<file path="src/rtl/alu_pkg.sv">
// ---------------------------------------------------------------------------
// alu_pkg
// Shared definitions for the two-requester ALU arbiter:
//   - default operand/opcode widths
//   - supported opcode encodings (add, sub, and, or)
//   - op_legal(): 1 when an opcode is one of the four supported encodings
// No ports. Imported by alu_core and alu_arbiter.
// ---------------------------------------------------------------------------
package alu_pkg;

    localparam int WIDTH_DEF = 16;
    localparam int OPW_DEF   = 4;

    localparam logic [3:0] OP_ADD = 4'd0;
    localparam logic [3:0] OP_SUB = 4'd1;
    localparam logic [3:0] OP_AND = 4'd8;
    localparam logic [3:0] OP_OR  = 4'd9;

    function automatic logic op_legal(input logic [3:0] opcode);
        return opcode inside {OP_ADD, OP_SUB, OP_AND, OP_OR};
    endfunction

endpackage

</file>
<file path="src/rtl/alu_arbiter_if.sv">
// ---------------------------------------------------------------------------
// alu_arbiter_if
// Bundles the request and response handshakes of the shared ALU.
//   req_valid[1:0]   : per-requester request valid (bit i = requester i)
//   req_ready[1:0]   : per-requester accept (transfer when valid & ready)
//   reqN_opcode/in1/in2 : opcode and operands of requester N
//   rsp_valid        : response register holds a result
//   rsp_ready        : consumer accepts the response
//   rsp_id           : requester that issued the held result
//   rsp_result       : held result
//   rsp_err          : held op had an unsupported opcode
// Modports: master = requesters + response consumer, slave = the arbiter.
// ---------------------------------------------------------------------------
interface alu_arbiter_if #(
    parameter int WIDTH = 16,
    parameter int OPW   = 4
);
    logic [1:0]       req_valid;
    logic [1:0]       req_ready;
    logic [OPW-1:0]   req0_opcode;
    logic [WIDTH-1:0] req0_in1;
    logic [WIDTH-1:0] req0_in2;
    logic [OPW-1:0]   req1_opcode;
    logic [WIDTH-1:0] req1_in1;
    logic [WIDTH-1:0] req1_in2;
    logic             rsp_valid;
    logic             rsp_ready;
    logic             rsp_id;
    logic [WIDTH-1:0] rsp_result;
    logic             rsp_err;

    modport master (
        output req_valid, req0_opcode, req0_in1, req0_in2,
               req1_opcode, req1_in1, req1_in2, rsp_ready,
        input  req_ready, rsp_valid, rsp_id, rsp_result, rsp_err
    );

    modport slave (
        input  req_valid, req0_opcode, req0_in1, req0_in2,
               req1_opcode, req1_in1, req1_in2, rsp_ready,
        output req_ready, rsp_valid, rsp_id, rsp_result, rsp_err
    );
endinterface

</file>
<file path="src/rtl/alu_core.sv">
// ---------------------------------------------------------------------------
// alu_core
// Purely combinational ALU.
//   opcode : operation select (add, sub, and, or; anything else gives 0)
//   in1    : operand A
//   in2    : operand B
//   result : A op B; add/sub wrap modulo 2^WIDTH, no carry/borrow out
// ---------------------------------------------------------------------------
module alu_core
    import alu_pkg::*;
#(
    parameter int WIDTH = WIDTH_DEF,
    parameter int OPW   = OPW_DEF
) (
    input  logic [OPW-1:0]   opcode,
    input  logic [WIDTH-1:0] in1,
    input  logic [WIDTH-1:0] in2,
    output logic [WIDTH-1:0] result
);

    always_comb begin
        // NOTE: every output of a combinational block gets a default first,
        // so no path through the case can leave it unassigned (no latch).
        result = '0;
        case (opcode)
            OPW'(OP_ADD): result = in1 + in2;
            OPW'(OP_SUB): result = in1 - in2;
            OPW'(OP_AND): result = in1 & in2;
            OPW'(OP_OR):  result = in1 | in2;
            default:      result = '0;
        endcase
    end

endmodule

</file>
<file path="src/rtl/alu_arbiter.sv">
// ---------------------------------------------------------------------------
// alu_arbiter
// Shares one ALU between two requesters with round-robin arbitration and
// a single-entry response register.
//   clk : clock, all state updates on the rising edge
//   rst : synchronous, active-high reset
//   bus : alu_arbiter_if.slave (request handshakes in, response out)
// The slot accepts a new op whenever it is empty or being drained in the
// same cycle, giving one op per cycle while rsp_ready stays high.
// ---------------------------------------------------------------------------
module alu_arbiter
    import alu_pkg::*;
#(
    parameter int WIDTH = WIDTH_DEF,
    parameter int OPW   = OPW_DEF
) (
    input  logic        clk,
    input  logic        rst,
    alu_arbiter_if.slave bus
);

    logic             rsp_valid_q;
    logic             rsp_id_q;
    logic [WIDTH-1:0] rsp_result_q;
    logic             rsp_err_q;
    logic             last_grant_q;

    logic             can_accept;
    logic             grant;
    logic [1:0]       ready;
    logic             accept;
    logic [OPW-1:0]   sel_opcode;
    logic [WIDTH-1:0] sel_in1;
    logic [WIDTH-1:0] sel_in2;
    logic [WIDTH-1:0] alu_result;

    assign can_accept = !rsp_valid_q || bus.rsp_ready;

    // A lone requester always wins; under contention the one that did not
    // win last time goes next. With nobody asking the choice is irrelevant.
    always_comb begin
        grant = ~last_grant_q;
        if (bus.req_valid == 2'b01) begin
            grant = 1'b0;
        end else if (bus.req_valid == 2'b10) begin
            grant = 1'b1;
        end
    end

    assign ready  = (can_accept && !rst) ? (grant ? 2'b10 : 2'b01) : 2'b00;
    assign accept = |(bus.req_valid & ready);

    assign sel_opcode = grant ? bus.req1_opcode : bus.req0_opcode;
    assign sel_in1    = grant ? bus.req1_in1    : bus.req0_in1;
    assign sel_in2    = grant ? bus.req1_in2    : bus.req0_in2;

    alu_core #(
        .WIDTH(WIDTH),
        .OPW  (OPW)
    ) u_alu_core (
        .opcode(sel_opcode),
        .in1   (sel_in1),
        .in2   (sel_in2),
        .result(alu_result)
    );

    always_ff @(posedge clk) begin
        // NOTE: state registers use non-blocking assignments so every flop
        // samples pre-edge values regardless of statement order.
        if (rst) begin
            // NOTE: the whole response slot is cleared on reset, not just the
            // valid bit, so the visible outputs are deterministic afterwards.
            rsp_valid_q  <= 1'b0;
            rsp_id_q     <= 1'b0;
            rsp_result_q <= '0;
            rsp_err_q    <= 1'b0;
            last_grant_q <= 1'b1;
        end else if (accept) begin
            rsp_valid_q  <= 1'b1;
            rsp_id_q     <= grant;
            rsp_result_q <= alu_result;
            rsp_err_q    <= !op_legal(4'(sel_opcode));
            last_grant_q <= grant;
        end else if (rsp_valid_q && bus.rsp_ready) begin
            // Drained with nothing to refill: payload stays, only valid drops.
            rsp_valid_q  <= 1'b0;
        end
    end

    assign bus.req_ready  = ready;
    assign bus.rsp_valid  = rsp_valid_q;
    assign bus.rsp_id     = rsp_id_q;
    assign bus.rsp_result = rsp_result_q;
    assign bus.rsp_err    = rsp_err_q;

endmodule

</file>
<file path="src/flat_wrapper.sv">
// flat-port wrapper written by rule: the top's interface ports become plain ports
module alu_arbiter_flat import alu_pkg::*;
#(
    parameter int WIDTH = WIDTH_DEF,
    parameter int OPW   = OPW_DEF
)
  (clk, rst, bus_req_valid, bus_req0_opcode, bus_req0_in1, bus_req0_in2, bus_req1_opcode, bus_req1_in1, bus_req1_in2, bus_rsp_ready, bus_req_ready, bus_rsp_valid, bus_rsp_id, bus_rsp_result, bus_rsp_err);
  alu_arbiter_if #(.WIDTH(WIDTH), .OPW(OPW)) bus_i ();
  input  logic clk;
  input  logic rst;
  input wire logic [$bits(bus_i.req_valid)-1:0] bus_req_valid;
  input wire logic [$bits(bus_i.req0_opcode)-1:0] bus_req0_opcode;
  input wire logic [$bits(bus_i.req0_in1)-1:0] bus_req0_in1;
  input wire logic [$bits(bus_i.req0_in2)-1:0] bus_req0_in2;
  input wire logic [$bits(bus_i.req1_opcode)-1:0] bus_req1_opcode;
  input wire logic [$bits(bus_i.req1_in1)-1:0] bus_req1_in1;
  input wire logic [$bits(bus_i.req1_in2)-1:0] bus_req1_in2;
  input wire logic [$bits(bus_i.rsp_ready)-1:0] bus_rsp_ready;
  output wire logic [$bits(bus_i.req_ready)-1:0] bus_req_ready;
  output wire logic [$bits(bus_i.rsp_valid)-1:0] bus_rsp_valid;
  output wire logic [$bits(bus_i.rsp_id)-1:0] bus_rsp_id;
  output wire logic [$bits(bus_i.rsp_result)-1:0] bus_rsp_result;
  output wire logic [$bits(bus_i.rsp_err)-1:0] bus_rsp_err;
  assign bus_i.req_valid = bus_req_valid;
  assign bus_i.req0_opcode = bus_req0_opcode;
  assign bus_i.req0_in1 = bus_req0_in1;
  assign bus_i.req0_in2 = bus_req0_in2;
  assign bus_i.req1_opcode = bus_req1_opcode;
  assign bus_i.req1_in1 = bus_req1_in1;
  assign bus_i.req1_in2 = bus_req1_in2;
  assign bus_i.rsp_ready = bus_rsp_ready;
  assign bus_req_ready = bus_i.req_ready;
  assign bus_rsp_valid = bus_i.rsp_valid;
  assign bus_rsp_id = bus_i.rsp_id;
  assign bus_rsp_result = bus_i.rsp_result;
  assign bus_rsp_err = bus_i.rsp_err;
  alu_arbiter #(.WIDTH(WIDTH), .OPW(OPW)) u_core (.clk(clk), .rst(rst), .bus(bus_i));
endmodule
</file>
<file path="config.mk">
export PLATFORM = sky130hd
export DESIGN_NAME = alu_arbiter_flat
export DESIGN_NICKNAME = d
export VERILOG_FILES = /design/src/rtl/alu_pkg.sv /design/src/rtl/alu_arbiter_if.sv /design/src/rtl/alu_core.sv /design/src/rtl/alu_arbiter.sv /design/src/flat_wrapper.sv
export SDC_FILE = /design/constraint.sdc
export NUM_CORES = 1
export LEC_CHECK = 0
export ABC_AREA = 0
export CAP_MARGIN = 10
export CELL_PAD_IN_SITES_DETAIL_PLACEMENT = 1
export CELL_PAD_IN_SITES_GLOBAL_PLACEMENT = 1
export CORE_MARGIN = 2
export CORE_UTILIZATION = 35
export DETAILED_ROUTE_END_ITERATION = 16
export MAX_ROUTING_LAYER = met4
export PLACE_DENSITY = 0.88
export REMOVE_ABC_BUFFERS = 1
export SETUP_SLACK_MARGIN = 0.1
export SLEW_MARGIN = 20
export SYNTH_ARGS = -nofsm -noshare
export SYNTH_HDL_FRONTEND = slang
export SYNTH_HIERARCHICAL = 1
export SYNTH_SLANG_ARGS = --single-unit
</file>
<file path="constraint.sdc">
create_clock -name clk -period 7.4 [get_ports clk]
set_input_delay 1.11 -clock clk [delete_from_list [all_inputs] [get_ports clk]]
set_output_delay 1.11 -clock clk [all_outputs]
set_load 0.03 [all_outputs]
</file>
Run 1, clock wiring as the flow saved it:
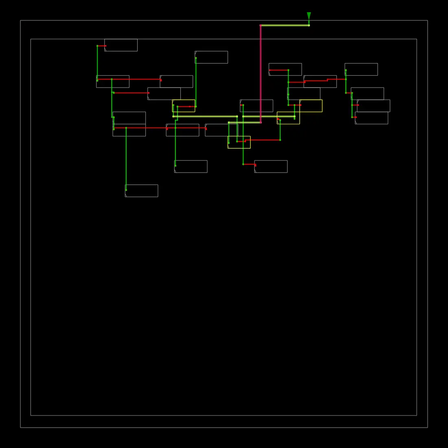
clk latency late pin: 0.26 ns
clk sinks: 20
post-route clock skew: 0.006354 ns

Run 1, cell classes on the final placement:
Scale bar: 20 um. Fill, decap, tap and diode cells in gray.
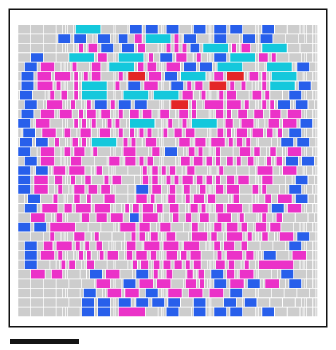
Key: clock drivers and dummy loads = red [cells 4]; sequential cells = cyan [cells 20]; combinational and other logic = magenta [cells 316]; remaining buffers and delay cells = blue [cells 100]
fin area: 3759 um^2
num rows: 31
core footprint: 7292 um^2
Seq area share: 10.65%

Run 1, gate families picked out:
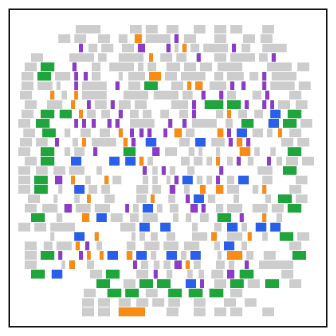
Key: nand cells = purple [cells 69]; xor and xnor cells = blue [cells 27]; nor cells = orange [cells 41]; mux cells = green [cells 39]
non-filler instance count after layout: 539
Top cell excl fill/tap: clkdlybuf4s50_1
Comb area share: 56.96%

## run 1: worst paths after layout
| kind | start | to | slack, ns |
|---|---|---|---|
| max | bus_req_valid[0] | u_core/bus.rsp_result[13]$_SDFFE_PP0P_ | 1.97 |
| min | u_core/bus.rsp_result[9]$_SDFFE_PP0P_ | u_core/bus.rsp_result[9]$_SDFFE_PP0P_ | 0.49 |
| max reg2reg | u_core/last_grant_q$_SDFFE_PP1P_ | u_core/bus.rsp_result[13]$_SDFFE_PP0P_ | 2.98 |
| min reg2reg | u_core/bus.rsp_result[9]$_SDFFE_PP0P_ | u_core/bus.rsp_result[9]$_SDFFE_PP0P_ | 0.49 |
## run 1: power groups by stage
stage	registers (mW)	clock network, mW	logic, mW
6_report	0.121	0.0837	0.372
5_1_grt	0.122	0.0904	0.412
4_1_cts	0.121	0.0857	0.372
3_5_place_dp	0.123	0	0.370
3_3_place_gp	0.123	0	0.359
2_1_floorplan	0.137	0	0.234
## run 1: cells by family (layout without fill, tap and decap cells)
| kind of cell | Yosys count | count (layout) | share of synthesized area, % |
|---|---|---|---|
| xor gates and xnor gates | 27 | 27 | 8.882 |
| DFF | 20 | 20 | 15.04 |
| AOI/OAI and AO/OA | 101 | 101 | 25.09 |
| buffers and inverters | 29 | 116 | 4.558 |
| and+or+nand+nor | 115 | 115 | 19.55 |
| muxes | 39 | 39 | 16.49 |
| adders and majority gates | 22 | 22 | 10.39 |
## run 1: registers in the layout (all words and copies together), names as in the netlist
signal	cells
u_core/bus.rsp_result	16
u_core/bus.rsp_err	1
u_core/bus.rsp_id	1
u_core/bus.rsp_valid	1
u_core/last_grant_q	1
## run 1: final cells by class
class | count | area [um^2] | area share [%]
multi-input combinational | 304 | 2141 | 56.96
timing repair buffer | 100 | 993.5 | 26.43
sequential | 20 | 400.4 | 10.65
tap | 99 | 123.9 | 3.296
clock buffer | 4 | 55.05 | 1.465
inverter | 12 | 45.04 | 1.198
## run 1: layout by cell type (no fill, tap or decap), types with 2 or more instances in the layout
cell type and count:
or3_1 2, a21o_1 3, xor2_1 8, and2_1 2, inv_1 10, o211ai_1 18
o32ai_1 2, a31oi_1 8, mux2i_1 3, clkdlybuf4s50_1 97, a21oi_1 29, buf_4 3
maj3_1 2, nor2_1 26, xnor2_1 19, o21ai_0 17, dfxtp_1 20, nor3_1 6
mux2_2 35, nand2_1 61, ha_1 18, nand2b_1 6, nor2b_1 5, o31ai_1 2
o21a_1 7, a311oi_1 4, clkbuf_8 4
## run 1: critical path: stages
cell and delay [ns]:
clkdlybuf4s50_1 0.53, maj3_2 0.46, buf_4 0.38, mux2_2 0.42, nor3_1 0.31, and2_1 0.42
a21oi_1 0.11, xnor2_1 0.14, ha_1 0.34, a21o_1 0.23, nand2b_1 0.15, o21ai_1 0.19
o21bai_1 0.13, a2111oi_0 0.43, a211oi_1 0.10, nand2_1 0.08, nand2_1 0.05
## run 1: metal layers
layer	GRT usage (%)	vias to the layer above
met5	-	-
met4	4.545	0
met3	2.988	10
met2	44.63	63
met1	25.20	1368
li1	-	1446
==> impl_metrics.json, run 1 <==
{
  "min_path_type": "reg2reg",
  "synth_flops": 20,
  "tightest_slew_ns": 0.9646,
  "chipArea_um2": 8321,
  "ant_nets": 0,
  "intPower_mw": 0.3343,
  "ys_area_um2": 2663,
  "cts_buffers": 3,
  "drtPass1Iterations": 4,
  "cts_resized": 0,
  "antenna_found_initial": 0,
  "final-hold-violation-count": 0,
  "nets": 537,
  "path_clk_slew_ns": 0.07,
  "setup_ws_ns": 1.971,
  "gp_congestion": 0.8492,
  "r2r_cells": 16,
  "cp-start-kind": "input pin",
  "p_leak_nw": 1.499,
  "drc": 0,
  "sw_frac_of_total_pct": 41.96,
  "grt_pass1_vias": 3259,
  "fin_util_pct": 51.54,
  "rsz0062_at_grt": "no",
  "drive_gt1_share_pct": 11.59,
  "synth.most_common_cell": "nand2_1",
  "ios": 98,
  "warning_count": 27,
  "ys_cells": 353,
  "vias": 2887,
  "met1Wirelength_um": 3690,
  "pre_cts_ws_ns": 1.658,
  "num-fill-cells": 927,
  "arrival_ns": 5.58,
  "drtIter0Drc": 97,
  "grt_max_degree": 29,
  "worstHoldPathCells": 2,
  "grt_util_all_layers_pct": 23.12,
  "p_comb_share_pct": 64.5,
  "fmax_ghz": 0.1842,
  "antennaDiodeCount": 0,
  "yosysUniqueCellTypes": 51,
  "power.switching_mw": 0.2417,
  "clkPwrFrac_pct": 14.5,
  "dr_wl_met2_um": 4854,
  "area_growth_pct": 41.17,
  "yosys.area.top_type": "dfxtp_1",
  "cp_max_fo": 23,
  "p_total_mw": 0.5761,
  "synth_top_area_share_pct": 15.04,
  "max_cap_viol_count": 0,
  "wl_per_cell_um": 16.67,
  "numPlacedInstances": 535,
  "top_layer": "met4",
  "post_cts_buffers": 0,
  "grt-ovfl-total": 0,
  "setup_viol": 0,
  "relSlewSlack_pct": 35.34,
  "port_buffers": 97,
  "ys_async_sr_fraction_pct": 0,
  "yosysWarnings": 6,
  "outcome": "finished clean",
  "whs_ns": 0.4912,
  "fp_util_pct": 36.51,
  "grt_pass1_wl_um": 15560,
  "dpl.hpwl_um": 7391,
  "p_per_area_nw_per_um2": 153.3,
  "dieWidth_um": 91.22,
  "period_needed_ns": 5.429,
  "edf_count": 0,
  "ff_type": "dfxtp_1",
  "crit_required_ns": 7.55,
  "common_cells": "nand2_1, mux2_2, a21oi_1",
  "holdBufCountCts": 0,
  "wirelength_um": 8987,
  "fin_crit_sh_pct": 73.36,
  "syn_inst": 353
}
--- run 2 (diff from run 1) ---
Settings changed: CORE_UTILIZATION 35 to 29, PLACE_DENSITY 0.88 to 0.78.
Clock period 7.4 ns to 4.5 ns, I/O delays scaled along.
Run 2, gate families picked out:
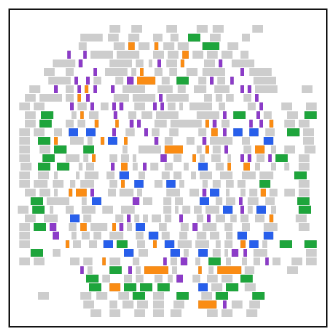
Key: xor and xnor cells = blue [cells 27]; nor cells = orange [cells 41]; nand cells = purple [cells 69]; mux cells = green [cells 39]
non-filler instance count after layout: 600
Comb area share: 52.67%

==> run 2 against run 1 <==
- critical endpoint is now u_core/bus.rsp_result[15]$_SDFFE_PP0P_
- first-iteration DRC count down 36%
- sequential share of layout area is 1.3 points lower
- critical path depth is 2 higher
- power increased by 86%
- register-to-register slack lost 2.1 ns
- via count increased by 10%
- area after synthesis is the same
==> impl_metrics.json, run 2 <==
{
  "cts_buffers": 3,
  "p_per_area_nw_per_um2": 250.7,
  "cpPeakStageDelay_ns": 0.50,
  "warning_count": 28,
  "yosysWarnings": 6,
  "chipArea_um2": 9964,
  "drtIter0Drc": 62,
  "p_comb_share_pct": 70.7,
  "grt_pass1_wl_um": 16500,
  "p_total_mw": 1.073,
  "rsz0062_at_grt": "yes",
  "drive_gt1_share_pct": 25.20,
  "max_cap_viol_count": 0,
  "path_clk_slew_ns": 0.07,
  "crit_top_cell": "nand2_1",
  "sw_frac_of_total_pct": 41.62,
  "grt_max_degree": 28,
  "antennaDiodeCount": 0,
  "p_leak_nw": 1.778,
  "layout_top_cell": "clkdlybuf4s50_1",
  "final-hold-violation-count": 0,
  "ys_async_sr_fraction_pct": 0,
  "r2r_cells": 17,
  "syn_inst": 353,
  "path_cells": "clkdlybuf4s50_1 -> inv_2 -> maj3_2 -> buf_12 -> buf_4 -> mux2_2 -> nand2b_1 -> nor3_4 -> a31oi_2 -> xnor2_1 -> ha_1 -> nand2_1 -> or3_4 -> o21ai_2 -> buf_4 -> xnor2_1 -> o32ai_1 -> nand2_1 -> nand2_1",
  "common_cells": "nand2_1, mux2_2, a21oi_1",
  "min_path_type": "reg2reg",
  "synth_flops": 20,
  "fin_crit_sh_pct": 94.48,
  "cts_num_sinks": 20,
  "yosys.area.top_type": "dfxtp_1",
  "vias": 3190,
  "synth.most_common_cell": "nand2_1",
  "grt_pass1_vias": 3384,
  "arrival_ns": 4.41,
  "wirelength_um": 10150,
  "fp_util_pct": 30.24,
  "synth_top_area_share_pct": 15.04,
  "ios": 98,
  "antenna_found_initial": 0,
  "ys_cells": 353,
  "ant_nets": 0,
  "cp_max_fo": 13,
  "ys_area_um2": 2663,
  "relSlewSlack_pct": 54.61,
  "ff_type": "dfxtp_1",
  "grt-ovfl-total": 0,
  "intPower_mw": 0.6264,
  "worstHoldPathCells": 2,
  "tightest_slew_ns": 0.6787,
  "wl_per_cell_um": 16.91,
  "dpl.hpwl_um": 8287,
  "fin_area_um2": 4280,
  "outcome": "finished clean",
  "fmax_ghz": 0.2352
}
Run 2, cell classes on the final placement:
Scale bar: 20 um. Fill, decap, tap and diode cells in gray.
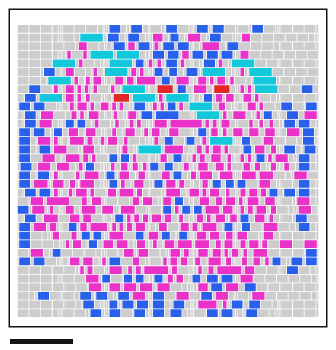
Key: combinational and other logic = magenta [cells 316]; remaining buffers and delay cells = blue [cells 153]; clock drivers = red [cells 3]; sequential cells = cyan [cells 20]
fin util: 48.61%
num rows: 34
core footprint: 8806 um^2

==> run 2: cell counts after synthesis <==
No cell type changed its count.
==> run 2: per-stage QoR <==
step	utilization, %	hold slack, ns	TNS [ns]	instances	setup slack, ns
2_1_floorplan	-	0.4974	0	336	0.2549
3_3_place_gp	46.68	0.4835	-0.05725	595	-0.03549
3_5_place_dp	46.68	0.4869	-0.8308	595	-0.1740
4_1_cts	47.20	0.5001	0	598	0.1339
5_1_grt	48.61	0.5174	0	600	0.02655
6_report	48.61	0.4902	0	600	0.2484
==> run 2: layout make-up <==
type / instances / area, um^2
Multi-Input combinational cell: 304 / 2255
Clock buffer: 3 / 41.29
Fill cell: 1083 / 4526
Sequential cell: 20 / 400.4
Inverter: 12 / 45.04
Timing Repair Buffer: 153 / 1404
Tap cell: 108 / 135.1
==> run 2: what timing repair did <==
item | in CTS | in global routing
hold endpoints to repair | 0 | 0
buffers inserted | 0 | 2
pin swaps | 0 | 4
setup endpoints to repair | 1 | 8
hold buffers | 0 | 0
gates resized | 1 | 27
==> run 2: worst max-delay path, delay by kind of cell <==
family	cells	cell delay, ns
AOI/OAI and AO/OA	3	0.38
xor gates and xnor gates	2	0.24
adders and majority gates	2	0.69
buffers and inverters	5	1.01
muxes	1	0.32
and+or+nand+nor	6	1.08
==> run 2: worst paths after layout <==
check	from	end	slack (ns)
setup / recovery	bus_req_valid[1]	u_core/bus.rsp_result[15]$_SDFFE_PP0P_	0.25
hold / removal	u_core/bus.rsp_result[3]$_SDFFE_PP0P_	u_core/bus.rsp_result[3]$_SDFFE_PP0P_	0.49
setup reg to reg	u_core/last_grant_q$_SDFFE_PP1P_	u_core/bus.rsp_result[15]$_SDFFE_PP0P_	0.85
hold reg to reg	u_core/bus.rsp_result[3]$_SDFFE_PP0P_	u_core/bus.rsp_result[3]$_SDFFE_PP0P_	0.49
==> run 2: cells by family (layout without fill, tap and decap cells) <==
logic type | count (synthesis) | after routing | share of synthesized area (%)
flip-flops | 20 | 20 | 15.04
AND-OR/OR-AND | 101 | 101 | 25.09
buffers and inverters | 29 | 168 | 4.558
AND/OR/NAND/NOR | 115 | 115 | 19.55
multiplexers | 39 | 39 | 16.49
adder cells (fa/ha/maj) | 22 | 22 | 10.39
XOR/XNOR | 27 | 27 | 8.882
==> run 2: metal layers <==
metal	part of all wire (%)	GRT usage (%)	up-vias
li1	-	-	1555
met1	41	24.14	1536
met2	53	38.62	83
met3	3.4	2.368	16
met4	2.4	5.269	0
met5	0	-	-
==> run 2: power groups by stage <==
stage               sequential [mW]  clock [mW]  combinational, mW
CTS                           0.199       0.119              0.722
global route                  0.201       0.128              0.826
finish                        0.199       0.116              0.758
floorplan                     0.226           0              0.385
global placement              0.203           0              0.695
detailed placement            0.203           0              0.718
--- run 3 (diff from run 2) ---
Settings changed: CORE_UTILIZATION 29 to 35, CTS_CLUSTER_SIZE from default to 40, PLACE_DENSITY 0.78 to 0.88.
Clock period 4.5 ns to 4.9 ns, I/O delays scaled along.
Run 3, gate families picked out:
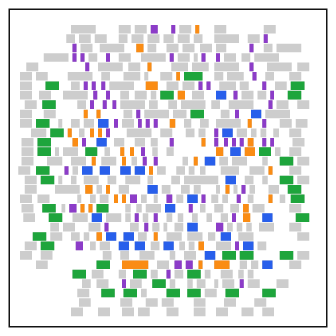
Key: nor cells = orange [cells 41]; xor and xnor cells = blue [cells 27]; mux cells = green [cells 39, where all over the die]; nand cells = purple [cells 69]
Comb area share: 55.83%
non-filler instance count after layout: 550

==> run 3 against run 2 <==
- sequential share of layout area rose by 1.0 points
- first-iteration DRC count rose by 37%
- power fell by 18%
- synthesized cell count did not move
- clock skew barely moved
- routed wire length fell by 9.8%
- critical endpoint is now u_core/bus.rsp_result[13]$_SDFFE_PP0P_
==> impl_metrics.json, run 3 <==
{
  "regToRegEndpoint": "u_core/bus.rsp_result[13]$_SDFFE_PP0P_",
  "drtIter0Drc": 85,
  "p_seq_share_pct": 20.6,
  "synth.most_common_cell": "nand2_1",
  "holdBufCountCts": 0,
  "cts_buffers": 3,
  "wirelength_um": 9154,
  "layout_top_cell": "clkdlybuf4s50_1",
  "ff_type": "dfxtp_1",
  "p_per_area_nw_per_um2": 229.7,
  "wl_per_cell_um": 16.64,
  "cp_max_fo": 19,
  "yosys.area.top_type": "dfxtp_1",
  "min_path_type": "reg2reg",
  "grt_pass1_vias": 3260,
  "combGateArea_um2": 2150,
  "ios": 98,
  "path_clk_slew_ns": 0.08,
  "crit_top_cell": "nand2_1",
  "regArea_um2": 400.4,
  "coreArea_um2": 7292,
  "grt_util_all_layers_pct": 22.47,
  "critPathBufInv": 3,
  "tightest_slew_ns": 1.020,
  "die_h_um": 91.22,
  "via_per_inst": 5.485,
  "syn_inst": 353,
  "r2r_cells": 17,
  "crit_required_ns": 5.06,
  "period_needed_ns": 4.496,
  "synth_top_area_share_pct": 15.04,
  "dieWidth_um": 91.22,
  "cpPeakStageDelay_ns": 0.52,
  "yosysWarnings": 6,
  "warning_count": 27,
  "cts_num_sinks": 20,
  "min_from": "u_core/bus.rsp_result[6]$_SDFFE_PP0P_",
  "ant_nets": 0,
  "grt-ovfl-total": 0,
  "outcome": "finished clean",
  "crit_slowest_cell": "clkdlybuf4s50_1",
  "timing.rr.start": "u_core/last_grant_q$_SDFFE_PP1P_",
  "arrival_ns": 4.65,
  "ys_cells": 353,
  "synth_flops": 20,
  "fin_crit_sh_pct": 91.75,
  "final-hold-violation-count": 0,
  "r2r_slack_ns": 1.09,
  "common_cells": "nand2_1, mux2_2, a21oi_1",
  "peakVddDrop_v": 0.0001034,
  "antennaDiodeCount": 0,
  "ys_async_sr_fraction_pct": 0,
  "fp-row-count": 31,
  "crit_family": "AND-OR/OR-AND gates",
  "num-fill-cells": 922,
  "drive_gt1_share_pct": 13.97,
  "fp_util_pct": 36.51,
  "ys_area_um2": 2663,
  "chipArea_um2": 8321,
  "dpl.hpwl_um": 7567,
  "worstHoldPathCells": 2,
  "p_comb_share_pct": 65.1,
  "largest_reg_flops": 16,
  "relSlewSlack_pct": 31.62,
  "clockBufferDepth": 2,
  "cts_resized": 0,
  "whs_ns": 0.4961,
  "post_cts_buffers": 0,
  "min_to": "u_core/bus.rsp_result[6]$_SDFFE_PP0P_",
  "grt_max_degree": 28,
  "intPower_mw": 0.5149,
  "rsz0062_at_grt": "no",
  "path_cells": "clkdlybuf4s50_1 -> inv_2 -> maj3_4 -> mux2_2 -> inv_1 -> ha_1 -> nand2_1 -> nor2_1 -> a21oi_1 -> xnor2_1 -> ha_1 -> a21oi_1 -> nand2b_1 -> o21ai_1 -> o21bai_1 -> a2111oi_2 -> a211oi_1 -> nand2_1 -> nand2_1",
  "sw_frac_of_total_pct": 41.77,
  "antenna_found_initial": 0,
  "fmax_ghz": 0.2224,
  "max_cap_viol_count": 0,
  "p_leak_nw": 1.554,
  "numPlacedInstances": 546,
  "cts_tree": "built",
  "grt_pass1_wl_um": 15150
}
Run 3, M2 wires:
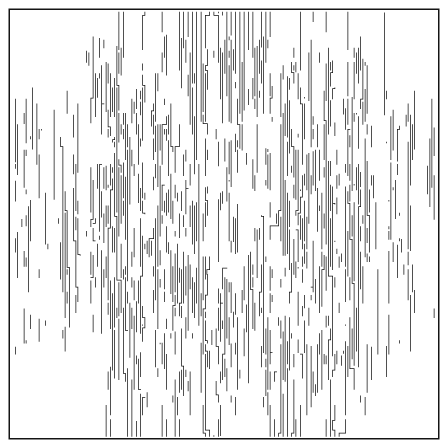
The longest straight run is 34.3 um. The wires run mostly vertical. The layer holds 52% of the routed length.
M2 GR Usage: 40.56%
via count: 3017

==> run 3: cell types whose count changed in the layout (fill, tap and decap cells not counted), moves of 3 or more <==
| cell | change |
|---|---|
| buf_4 | -41 |
| a21oi_1 | +7 |
| a21oi_2 | -7 |
| nor3_4 | -3 |
| nor3_1 | +4 |
| o21ai_2 | -3 |
| o21ai_0 | +4 |
==> run 3: layer usage <==
metal  global-route usage, %  part of all wire [%]  wire [um]  vias up
li1                        -                     -          -     1473
met1                   25.49                    41       3772     1437
met2                   40.56                    52       4715       83
met3                   3.402                   4.0        362       24
met4                   6.944                   3.3        302        0
met5                       -                     0          0        -
==> run 3: worst max path at each step <==
stage,startpoint,to,slack (ns),cells after the start
global placement,bus_req_valid[0],u_core/bus.rsp_result[14]$_SDFFE_PP0P_,0.16,16
CTS,bus_req_valid[0],u_core/bus.rsp_result[13]$_SDFFE_PP0P_,0.19,18
finish,bus_req_valid[1],u_core/bus.rsp_result[13]$_SDFFE_PP0P_,0.40,19
detailed placement,bus_req_valid[0],u_core/bus.rsp_result[13]$_SDFFE_PP0P_,-0.09,18
global route,bus_req_valid[1],u_core/bus.rsp_result[13]$_SDFFE_PP0P_,0.13,19
floorplan,bus_req_valid[1],u_core/bus.rsp_result[13]$_SDFFE_PP0P_,0.59,16
==> run 3: power groups by stage <==
stage,Combinational [mW],Sequential [mW],Clock (mW)
4_1_cts,0.572,0.182,0.129
5_1_grt,0.632,0.184,0.137
3_3_place_gp,0.551,0.185,0
3_5_place_dp,0.568,0.186,0
2_1_floorplan,0.354,0.207,0
6_report,0.575,0.182,0.127
==> run 3: logic make-up after synthesis <==
kind of cell | share of synthesized area (%)
flip-flops | 15.04
AND-OR/OR-AND | 25.09
buffers and inverters | 4.558
adder cells (fa/ha/maj) | 10.39
AND/OR/NAND/NOR | 19.55
multiplexers | 16.49
XOR/XNOR | 8.882
==> run 3: final cells by class <==
| class | count | area share (%) |
|---|---|---|
| multi-input cells | 304 | 55.83 |
| repair buffers | 111 | 27.95 |
| flip-flops and latches | 20 | 10.40 |
| well taps | 99 | 3.217 |
| clock buffers | 4 | 1.430 |
| inverters | 12 | 1.170 |
==> run 3: worst min-delay path: cells and delay by family, from the launching register on <==
kind            cells  cell delay (ns)
compound gates      1             0.09
flops               1             0.31
simple gates        1             0.06
==> run 3: stage by stage <==
step	cell area, um^2	setup WS (ns)	TNS, ns	utilization, %	total power [mW]
6_report	3850	0.4042	0	52.80	0.8844
5_1_grt	3850	0.1333	0	52.80	0.9521
4_1_cts	3841	0.1948	0	52.68	0.8834
3_5_place_dp	3786	-0.09178	-0.09178	51.92	0.7541
3_3_place_gp	3786	0.1570	0	51.92	0.7358
2_1_floorplan	2586	0.5949	0	-	0.5609
Power figures rest on the tool's default switching activity, not on a simulated workload.
